File: config.mk
export PLATFORM = sky130hd
export DESIGN_NAME = spi_flash_wb_reader
export DESIGN_NICKNAME = d
export VERILOG_FILES = /design/src/rtl/spi_flash_pkg.sv /design/src/rtl/wb_single_master.sv /design/src/rtl/spi_flash_wb_reader.sv
export SDC_FILE = /design/constraint.sdc
export NUM_CORES = 1
export LEC_CHECK = 0
export ABC_CLOCK_PERIOD_IN_PS = 6500
export CORE_AREA = 2 2 126 92
export CTS_CLUSTER_DIAMETER = 30
export DETAILED_ROUTE_END_ITERATION = 8
export DIE_AREA = 0 0 128 94
export PLACE_DENSITY = 0.64
export SYNTH_ARGS = -nofsm -noshare
export SYNTH_HDL_FRONTEND = slang
export SYNTH_SLANG_ARGS = --single-unit
File: constraint.sdc
create_clock -name clk -period 6.5 [get_ports clk]
set_clock_uncertainty 0.05 [all_clocks]
set_input_delay 1.625 -clock clk [delete_from_list [all_inputs] [get_ports clk]]
set_output_delay 1.625 -clock clk [all_outputs]
set_load 0.05 [all_outputs]
File: src/rtl/spi_flash_pkg.sv
// Shared types and constants for the SPI NOR flash Wishbone reader.
// SPI_FLASH_FAST_READ_EN selects FAST_READ (0x0B + dummy byte) instead of READ (0x03).
package spi_flash_pkg;

  typedef enum logic [3:0] {
    ST_IDLE,
    ST_CFG_OPEN,
    ST_CMD,
    ST_ADDR2,
    ST_ADDR1,
    ST_ADDR0,
    ST_DUMMY,
    ST_CFG_RX,
    ST_INJECT,
    ST_READ,
    ST_CLOSE,
    ST_DONE_IDLE
  } state_t;

  localparam logic [7:0] CFG_OFS  = 8'd1;
  localparam logic [7:0] DATA_OFS = 8'd2;
  localparam logic [7:0] INJ_OFS  = 8'd3;

  localparam logic [7:0] CFG_OPEN  = 8'h02;
  localparam logic [7:0] CFG_RX    = 8'h00;
  localparam logic [7:0] CFG_CLOSE = 8'h01;

  localparam logic [7:0] CMD_READ      = 8'h03;
  localparam logic [7:0] CMD_FAST_READ = 8'h0B;
  localparam logic [7:0] DUMMY_BYTE    = 8'h00;

`ifdef SPI_FLASH_FAST_READ_EN
  localparam bit FAST_READ = 1'b1;
`else
  localparam bit FAST_READ = 1'b0;
`endif

  localparam logic [7:0] READ_CMD = FAST_READ ? CMD_FAST_READ : CMD_READ;

endpackage

File: src/rtl/wb_single_master.sv
// Single-outstanding Wishbone master: start launches one transaction,
// done pulses combinationally with ack, rdata is valid while done is high.
module wb_single_master (
  input  logic       clk,
  input  logic       sresetn,
  input  logic       start,
  input  logic [7:0] addr,
  input  logic [7:0] wdata,
  input  logic       we,
  output logic       done,
  output logic [7:0] rdata,
  output logic [7:0] m_wb_addr,
  output logic [7:0] m_wb_dat_m2s,
  input  logic [7:0] m_wb_dat_s2m,
  output logic       m_wb_we,
  output logic       m_wb_sel,
  output logic       m_wb_stb,
  output logic       m_wb_cyc,
  input  logic       m_wb_ack,
  input  logic       m_wb_stall
);

  assign m_wb_sel = 1'b1;
  assign done     = m_wb_cyc && m_wb_ack;
  assign rdata    = m_wb_dat_s2m;

  always_ff @(posedge clk) begin
    if (!sresetn) begin
      m_wb_cyc     <= 1'b0;
      m_wb_stb     <= 1'b0;
      m_wb_we      <= 1'b0;
      m_wb_addr    <= 8'h00;
      m_wb_dat_m2s <= 8'h00;
    end else if (!m_wb_cyc) begin
      if (start) begin
        m_wb_cyc     <= 1'b1;
        m_wb_stb     <= 1'b1;
        m_wb_we      <= we;
        m_wb_addr    <= addr;
        m_wb_dat_m2s <= wdata;
      end
    end else begin
      // stb drops once the slave takes the request; cyc stays until ack
      if (m_wb_stb && !m_wb_stall)
        m_wb_stb <= 1'b0;
      if (m_wb_ack) begin
        m_wb_cyc <= 1'b0;
        m_wb_stb <= 1'b0;
        m_wb_we  <= 1'b0;
      end
    end
  end

endmodule

File: src/rtl/spi_flash_wb_reader.sv
// Sequences SPI NOR flash reads through the 3-register SPI master slave and
// streams the returned bytes out on AXI-stream. Option: SPI_FLASH_FAST_READ_EN.
//
// state        | meaning
// IDLE         | ready for a request
// CFG_OPEN     | SS low, discard RX
// CMD          | read opcode
// ADDR2..ADDR0 | flash address, MSB first
// DUMMY        | fast-read dummy byte
// CFG_RX       | keep RX from here on
// INJECT       | queue min(remaining, CHUNK_MAX) dummy TX bytes
// READ         | pop RX bytes into the output register
// CLOSE        | SS high
// DONE_IDLE    | one cycle back to IDLE
module spi_flash_wb_reader
  import spi_flash_pkg::*;
#(
  parameter logic [7:0] WB_BASE   = 8'h00,
  parameter int         LEN_BITS  = 16,
  parameter int         CHUNK_MAX = 255
) (
  input  logic                clk,
  input  logic                sresetn,
  input  logic                req_valid,
  output logic                req_ready,
  input  logic [23:0]         req_addr,
  input  logic [LEN_BITS-1:0] req_len,
  output logic                busy,
  output logic [7:0]          m_wb_addr,
  output logic [7:0]          m_wb_dat_m2s,
  input  logic [7:0]          m_wb_dat_s2m,
  output logic                m_wb_we,
  output logic                m_wb_sel,
  output logic                m_wb_stb,
  output logic                m_wb_cyc,
  input  logic                m_wb_ack,
  input  logic                m_wb_stall,
  output logic                m_axis_tvalid,
  input  logic                m_axis_tready,
  output logic [7:0]          m_axis_tdata,
  output logic                m_axis_tlast
);

  state_t              state, next_st;
  logic [23:0]         addr_q;
  logic [LEN_BITS-1:0] remaining;
  logic [7:0]          chunk, chunk_calc;
  logic                issued;
  logic                wb_start, wb_we;
  logic [7:0]          wb_addr, wb_wdata;
  logic                wb_done;
  logic [7:0]          wb_rdata;
  logic [7:0]          op_addr, op_data;
  logic                op_we;
  logic                out_free;

  wb_single_master u_wb (
    .clk          (clk),
    .sresetn      (sresetn),
    .start        (wb_start),
    .addr         (wb_addr),
    .wdata        (wb_wdata),
    .we           (wb_we),
    .done         (wb_done),
    .rdata        (wb_rdata),
    .m_wb_addr    (m_wb_addr),
    .m_wb_dat_m2s (m_wb_dat_m2s),
    .m_wb_dat_s2m (m_wb_dat_s2m),
    .m_wb_we      (m_wb_we),
    .m_wb_sel     (m_wb_sel),
    .m_wb_stb     (m_wb_stb),
    .m_wb_cyc     (m_wb_cyc),
    .m_wb_ack     (m_wb_ack),
    .m_wb_stall   (m_wb_stall)
  );

  assign out_free = !m_axis_tvalid || m_axis_tready;

  always_comb begin
    if (remaining > LEN_BITS'(CHUNK_MAX))
      chunk_calc = 8'(CHUNK_MAX);
    else
      chunk_calc = remaining[7:0];
  end

  // Register access performed by each sequencing state and its successor
  always_comb begin
    op_addr = WB_BASE + CFG_OFS;
    op_data = 8'h00;
    op_we   = 1'b1;
    next_st = state;
    case (state)
      ST_CFG_OPEN: begin op_data = CFG_OPEN; next_st = ST_CMD; end
      ST_CMD:      begin op_addr = WB_BASE + DATA_OFS; op_data = READ_CMD; next_st = ST_ADDR2; end
      ST_ADDR2:    begin op_addr = WB_BASE + DATA_OFS; op_data = addr_q[23:16]; next_st = ST_ADDR1; end
      ST_ADDR1:    begin op_addr = WB_BASE + DATA_OFS; op_data = addr_q[15:8]; next_st = ST_ADDR0; end
      ST_ADDR0: begin
        op_addr = WB_BASE + DATA_OFS;
        op_data = addr_q[7:0];
        next_st = FAST_READ ? ST_DUMMY : ST_CFG_RX;
      end
      ST_DUMMY:    begin op_addr = WB_BASE + DATA_OFS; op_data = DUMMY_BYTE; next_st = ST_CFG_RX; end
      ST_CFG_RX:   begin op_data = CFG_RX; next_st = ST_INJECT; end
      ST_INJECT:   begin op_addr = WB_BASE + INJ_OFS; op_data = chunk_calc; next_st = ST_READ; end
      ST_READ:     begin op_addr = WB_BASE + DATA_OFS; op_we = 1'b0; end
      ST_CLOSE:    begin op_data = CFG_CLOSE; next_st = ST_DONE_IDLE; end
      default:     ;
    endcase
  end

  always_ff @(posedge clk) begin
    if (!sresetn) begin
      state         <= ST_IDLE;
      req_ready     <= 1'b1;
      busy          <= 1'b0;
      addr_q        <= 24'h0;
      remaining     <= '0;
      chunk         <= 8'h00;
      issued        <= 1'b0;
      wb_start      <= 1'b0;
      wb_addr       <= 8'h00;
      wb_wdata      <= 8'h00;
      wb_we         <= 1'b0;
      m_axis_tvalid <= 1'b0;
      m_axis_tlast  <= 1'b0;
      m_axis_tdata  <= 8'h00;
    end else begin
      wb_start <= 1'b0;

      if (wb_done && state == ST_READ) begin
        m_axis_tdata  <= wb_rdata;
        m_axis_tvalid <= 1'b1;
        m_axis_tlast  <= (remaining == LEN_BITS'(1));
      end else if (m_axis_tvalid && m_axis_tready) begin
        m_axis_tvalid <= 1'b0;
        m_axis_tlast  <= 1'b0;
      end

      case (state)
        ST_IDLE: begin
          if (req_valid) begin
            req_ready <= 1'b0;
            busy      <= 1'b1;
            addr_q    <= req_addr;
            remaining <= req_len;
            state     <= (req_len == '0) ? ST_DONE_IDLE : ST_CFG_OPEN;
          end
        end
        ST_DONE_IDLE: begin
          busy      <= 1'b0;
          req_ready <= 1'b1;
          state     <= ST_IDLE;
        end
        ST_READ: begin
          if (issued) begin
            if (wb_done) begin
              issued    <= 1'b0;
              remaining <= remaining - LEN_BITS'(1);
              chunk     <= chunk - 8'd1;
            end
          end else if (remaining == '0) begin
            if (out_free)
              state <= ST_CLOSE;
          end else if (chunk == 8'h00) begin
            state <= ST_INJECT;
          end else if (out_free) begin
            // only one byte of buffering, so a read waits for the slot to drain
            wb_start <= 1'b1;
            wb_addr  <= op_addr;
            wb_wdata <= op_data;
            wb_we    <= op_we;
            issued   <= 1'b1;
          end
        end
        default: begin
          if (!issued) begin
            wb_start <= 1'b1;
            wb_addr  <= op_addr;
            wb_wdata <= op_data;
            wb_we    <= op_we;
            issued   <= 1'b1;
          end else if (wb_done) begin
            issued <= 1'b0;
            state  <= next_st;
            if (state == ST_INJECT)
              chunk <= chunk_calc;
            if (state == ST_CLOSE)
              busy <= 1'b0;
          end
        end
      endcase
    end
  end

endmodule

run_1/met2.png
(2 px per um)
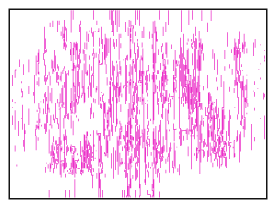
- longest straight run: 33.3 um
- wire length on this layer: 5350 um
vias: 4470
M2 GR Usage: 0.3200

run_1/met3.png
(2 px per um) Cells faint in the background.
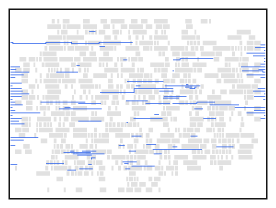
- main direction: horizontal
- share of all routed wire: 5.9%
- longest straight run: 24.4 um
- nets with wire on the layer: 87
GRT met3 Usage: 0.04954
Routed WL: 12.57 mm

==> flow_summary.ini, run 1 <==
; implementation run metrics
[status]
status = complete, no violations

[worst_setup_path]
cp_num_cells = 5
worst-r2r-setup-slack_ps = 3350
path_cells = clkdlybuf4s50_1 -> nand2_1 -> a21oi_2 -> a21oi_1 -> a211oi_1
r2r_start = state[2]$_SDFFE_PN0P_
worstPathRequired_ps = 6710
critical_path_class = in2reg

[power]
power_frac_clock = 0.277
peakVddDrop_uv = 190.1
p_leak_nw = 2.016
sw_frac_of_total = 0.3991
seq_power_share = 0.390

[floorplanning]
rows = 32
fp_util = 0.4239
dieArea_sq_um = 12030

[clock_tree]
cts_root_buf = clkbuf_16
cts_setup_buffers = 0
clockBufferDepth = 2
cts_resized = 0

[yosys]
synthDistinctLibCells = 70
syn-cell-area_sq_um = 4548
ys.flop_type = dfxtp_1
yosysTopAreaCellShare = 0.3961
ys_seq_frac = 0.3961
synth-xor-area-share = 0.003851
synth_simple_gate_area_share = 0.2492
top_area_cell = dfxtp_1
common_cells = 131 x nand2_1, 90 x dfxtp_1, 81 x a21oi_1, 37 x o21ai_0, 36 x clkbuf_1
synth.yosys.warnings = 0

[run]
maxCapViolCount = 0

[cells_and_area]
logic_area_sq_um = 2492
final_core_util = 0.5257
finalNonFillerCells = 787
n_fill_cell = 1069
syn2layout_area_growth_pct = 24.02

[timing]
finalSetupViolCount = 0
max_clock_freq_mhz = 264.1
period_needed_ps = 3787
setup_slack_ps = 2713
finalHoldViolCount = 0

[global_route]
grt_overflow = 0
grt.total_usage = 0.2147

[worst_hold_path]
hold_start = wb_wdata[0]$_SDFFE_PN0P_
hold-path-endpoint = u_wb.m_wb_dat_m2s[0]$_SDFFE_PN0P_

[placed_design]
hpwl_mm = 8.873
dp_cells = 771

[route]
route.detailed.drc = 0
run_1/pdn.png
(3 px per um) Pins as bars on the die edge. Tap cells in grey.
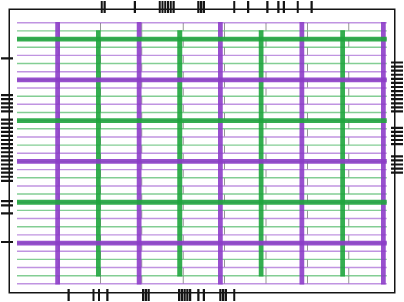
- VDD: green
- VSS: purple
- rows: 32
- signal pins: 86
- tap cells: 136

run_1/final_clocks.png
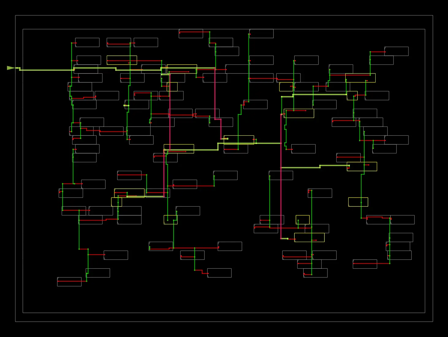
clock-net power: 0.522 mW
CTS sink cnt: 90

[run 1: cells in the final DEF (no fill, tap or decap), types with 5 or more instances in the layout]
cell type and count:
nand2_1 131, nor4_1 9, clkdlybuf4s50_1 78, nand3_1 13, a32o_1 6, a22oi_1 7, nand2b_1 6, nor3_1 9
dfxtp_1 90, inv_1 12, buf_4 6, a21oi_1 81, o21ai_0 37, clkbuf_16 9, nor2_1 32, conb_1 7
nand4_1 5, and3_1 6, a211oi_1 7, o211ai_1 9
[run 1: registers in the layout, summed over array words and instances, names as in the netlist, 2 cells and up]
register and cells:
addr_q 24, chunk 8, m_axis_tdata 8, remaining 16, state 4, u_wb.m_wb_addr 2
u_wb.m_wb_dat_m2s 8, wb_addr 2, wb_wdata 8
[run 1: worst register-to-register path, cell delays in order (launching register included)]
cell      delay (ps)
dfxtp_1          610
nor4_1           490
nand2_1          620
a21oi_2          920
a21oi_1          150
a211oi_1         230
[run 1: power by group through the flow]
| stage | logic [mW] | clock network, mW | registers [mW] |
|---|---|---|---|
| floorplan | 0.455 | 0 | 0.731 |
| global placement | 0.607 | 0 | 0.741 |
| detailed placement | 0.620 | 0 | 0.743 |
| CTS | 0.623 | 0.534 | 0.731 |
| global route | 0.700 | 0.557 | 0.747 |
| finish | 0.629 | 0.522 | 0.735 |
[run 1: metal layers]
| layer | global-route usage | wire length, um | vias up |
|---|---|---|---|
| li1 | - | - | 2217 |
| met1 | 0.3099 | 6318 | 2088 |
| met2 | 0.3200 | 5349 | 151 |
| met3 | 0.04954 | 744 | 14 |
| met4 | 0.05952 | 156 | 0 |
| met5 | 0 | 0 | - |
[run 1: area by class of cell]
class,instances,area share
multi-input combinational,448,0.4419
sequential,90,0.3194
clock buffer,9,0.03993
inverter,13,0.008651
timing repair buffer,84,0.1464
tap,136,0.03017
clock inverter,7,0.01353
==> run 2: changes to the inputs <==
--- a/config.mk
+++ b/config.mk
@@ -5,12 +5,12 @@
 export SDC_FILE = /design/constraint.sdc
 export NUM_CORES = 1
 export LEC_CHECK = 0
-export ABC_CLOCK_PERIOD_IN_PS = 6500
+export ABC_CLOCK_PERIOD_IN_PS = 3400
 export CORE_AREA = 2 2 126 92
 export CTS_CLUSTER_DIAMETER = 30
 export DETAILED_ROUTE_END_ITERATION = 8
 export DIE_AREA = 0 0 128 94
-export PLACE_DENSITY = 0.64
+export PLACE_DENSITY = 0.66
 export SYNTH_ARGS = -nofsm -noshare
 export SYNTH_HDL_FRONTEND = slang
 export SYNTH_SLANG_ARGS = --single-unit
==> constraint.sdc (replaced) <==
create_clock -name clk -period 3.4 [get_ports clk]
set_clock_uncertainty 0.05 [all_clocks]
set_input_delay 0.85 -clock clk [delete_from_list [all_inputs] [get_ports clk]]
set_output_delay 0.85 -clock clk [all_outputs]
set_load 0.05 [all_outputs]
run_2/met3.png
(2 px per um) Cells faint in the background.
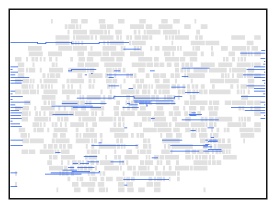
- wire length on this layer: 798 um
- longest straight run: 24.1 um
- main direction: horizontal
- share of all routed wire: 6.2%

run_2/met2.png
(2 px per um)
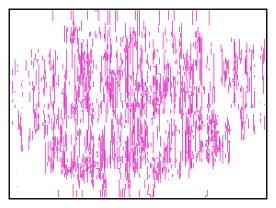
- nets with wire on the layer: 576
- wire length on this layer: 5660 um
- share of all routed wire: 44%

==> flow_summary.ini, run 2 <==
; implementation run metrics
[status]
status = complete, no violations

[yosys]
ys.flop_type = dfxtp_1
common_cells = 131 x nand2_1, 90 x dfxtp_1, 81 x a21oi_1, 37 x o21ai_0, 36 x clkbuf_1
syn-cell-area_sq_um = 4548
top_area_cell = dfxtp_1
synthDistinctLibCells = 70

[clock_tree]
cts_setup_buffers = 0
cts_root_buf = clkbuf_16

[cells_and_area]
clkbuf_count = 10
n_fill_cell = 1008
final_core_util = 0.5361
logic_area_sq_um = 2492
largest_reg_flops = 24
layout_top_cells = 131 x nand2_1, 90 x dfxtp_1, 81 x a21oi_1, 78 x clkdlybuf4s50_1, 37 x o21ai_0
clkCellAreaFrac = 0.05546
finalNonFillerCells = 798
dominant_cells = combinational gates
seq_share = 0.3132

[timing]
setup_slack_ps = 733.9
finalHoldViolCount = 0
period_needed_ps = 2666
max_clock_freq_mhz = 375.1

[route]
routed_wirelength_mm = 12.87

[worst_setup_path]
critical_path_class = in2reg
r2r_start = state[0]$_SDFFE_PN0P_
path_cells = clkdlybuf4s50_1 -> and3_1 -> o22ai_1 -> o21ai_0 -> a21oi_1
worstPathRequired_ps = 3630

[power]
power_frac_clock = 0.289
p_leak_nw = 2.079
sw_frac_of_total = 0.3777
run_2/metal_stack.png
(3 px per um)
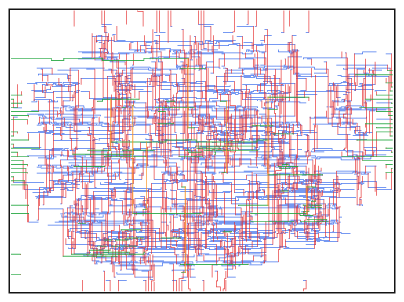
- met4: orange (wire length 196 um)
- met3: green (wire length 798 um)
- met2: red (wire length 5660 um)
- met1: blue (wire length 6220 um)

==> run 2: cell counts after synthesis <==
No cell type changed its count.
==> run 2: critical path, delay by kind of cell <==
family                 cells  cell delay [ps]
and+or+nand+nor            1              230
buffers and inverters      1              480
AOI/OAI and AO/OA          3             1330
==> run 2: how the worst max path moves through the flow <==
stage | endpoint | cells past startpoint
final | remaining[13]$_SDFFE_PN0P_ | 5
after global routing | remaining[4]$_SDFFE_PN0P_ | 6
after CTS | m_wb_cyc | 1
after detailed placement | remaining[13]$_SDFFE_PN0P_ | 5
after global placement | remaining[9]$_SDFFE_PN0P_ | 5
after floorplan | state[2]$_SDFFE_PN0P_ | 7
==> run 2: layer usage <==
| layer | up-vias | GRT usage | part of all wire |
|---|---|---|---|
| met3 | 20 | 0.04841 | 0.062 |
| met5 | - | 0 | 0 |
| li1 | 2241 | - | - |
| met4 | 0 | 0.05952 | 0.015 |
| met2 | 168 | 0.3391 | 0.44 |
| met1 | 2116 | 0.2978 | 0.48 |
==> run 2: power groups by stage <==
| stage | clock network (mW) | logic [mW] | registers [mW] |
|---|---|---|---|
| floorplan | 0 | 0.870 | 1.40 |
| global placement | 0 | 1.18 | 1.43 |
| detailed placement | 0 | 1.21 | 1.43 |
| CTS | 1.08 | 1.22 | 1.41 |
| global route | 1.13 | 1.35 | 1.44 |
| finish | 1.08 | 1.23 | 1.42 |
==> run 2: cell families after synthesis <==
group / share of synthesized area
simple gates: 0.2492
compound gates: 0.2627
flops: 0.3961
buf+inv: 0.06327
mux: 0.01210
fa+ha+maj: 0.01100
other cells: 0.001651
xor+xnor: 0.003852
Power is estimated from default activity; no workload was simulated.
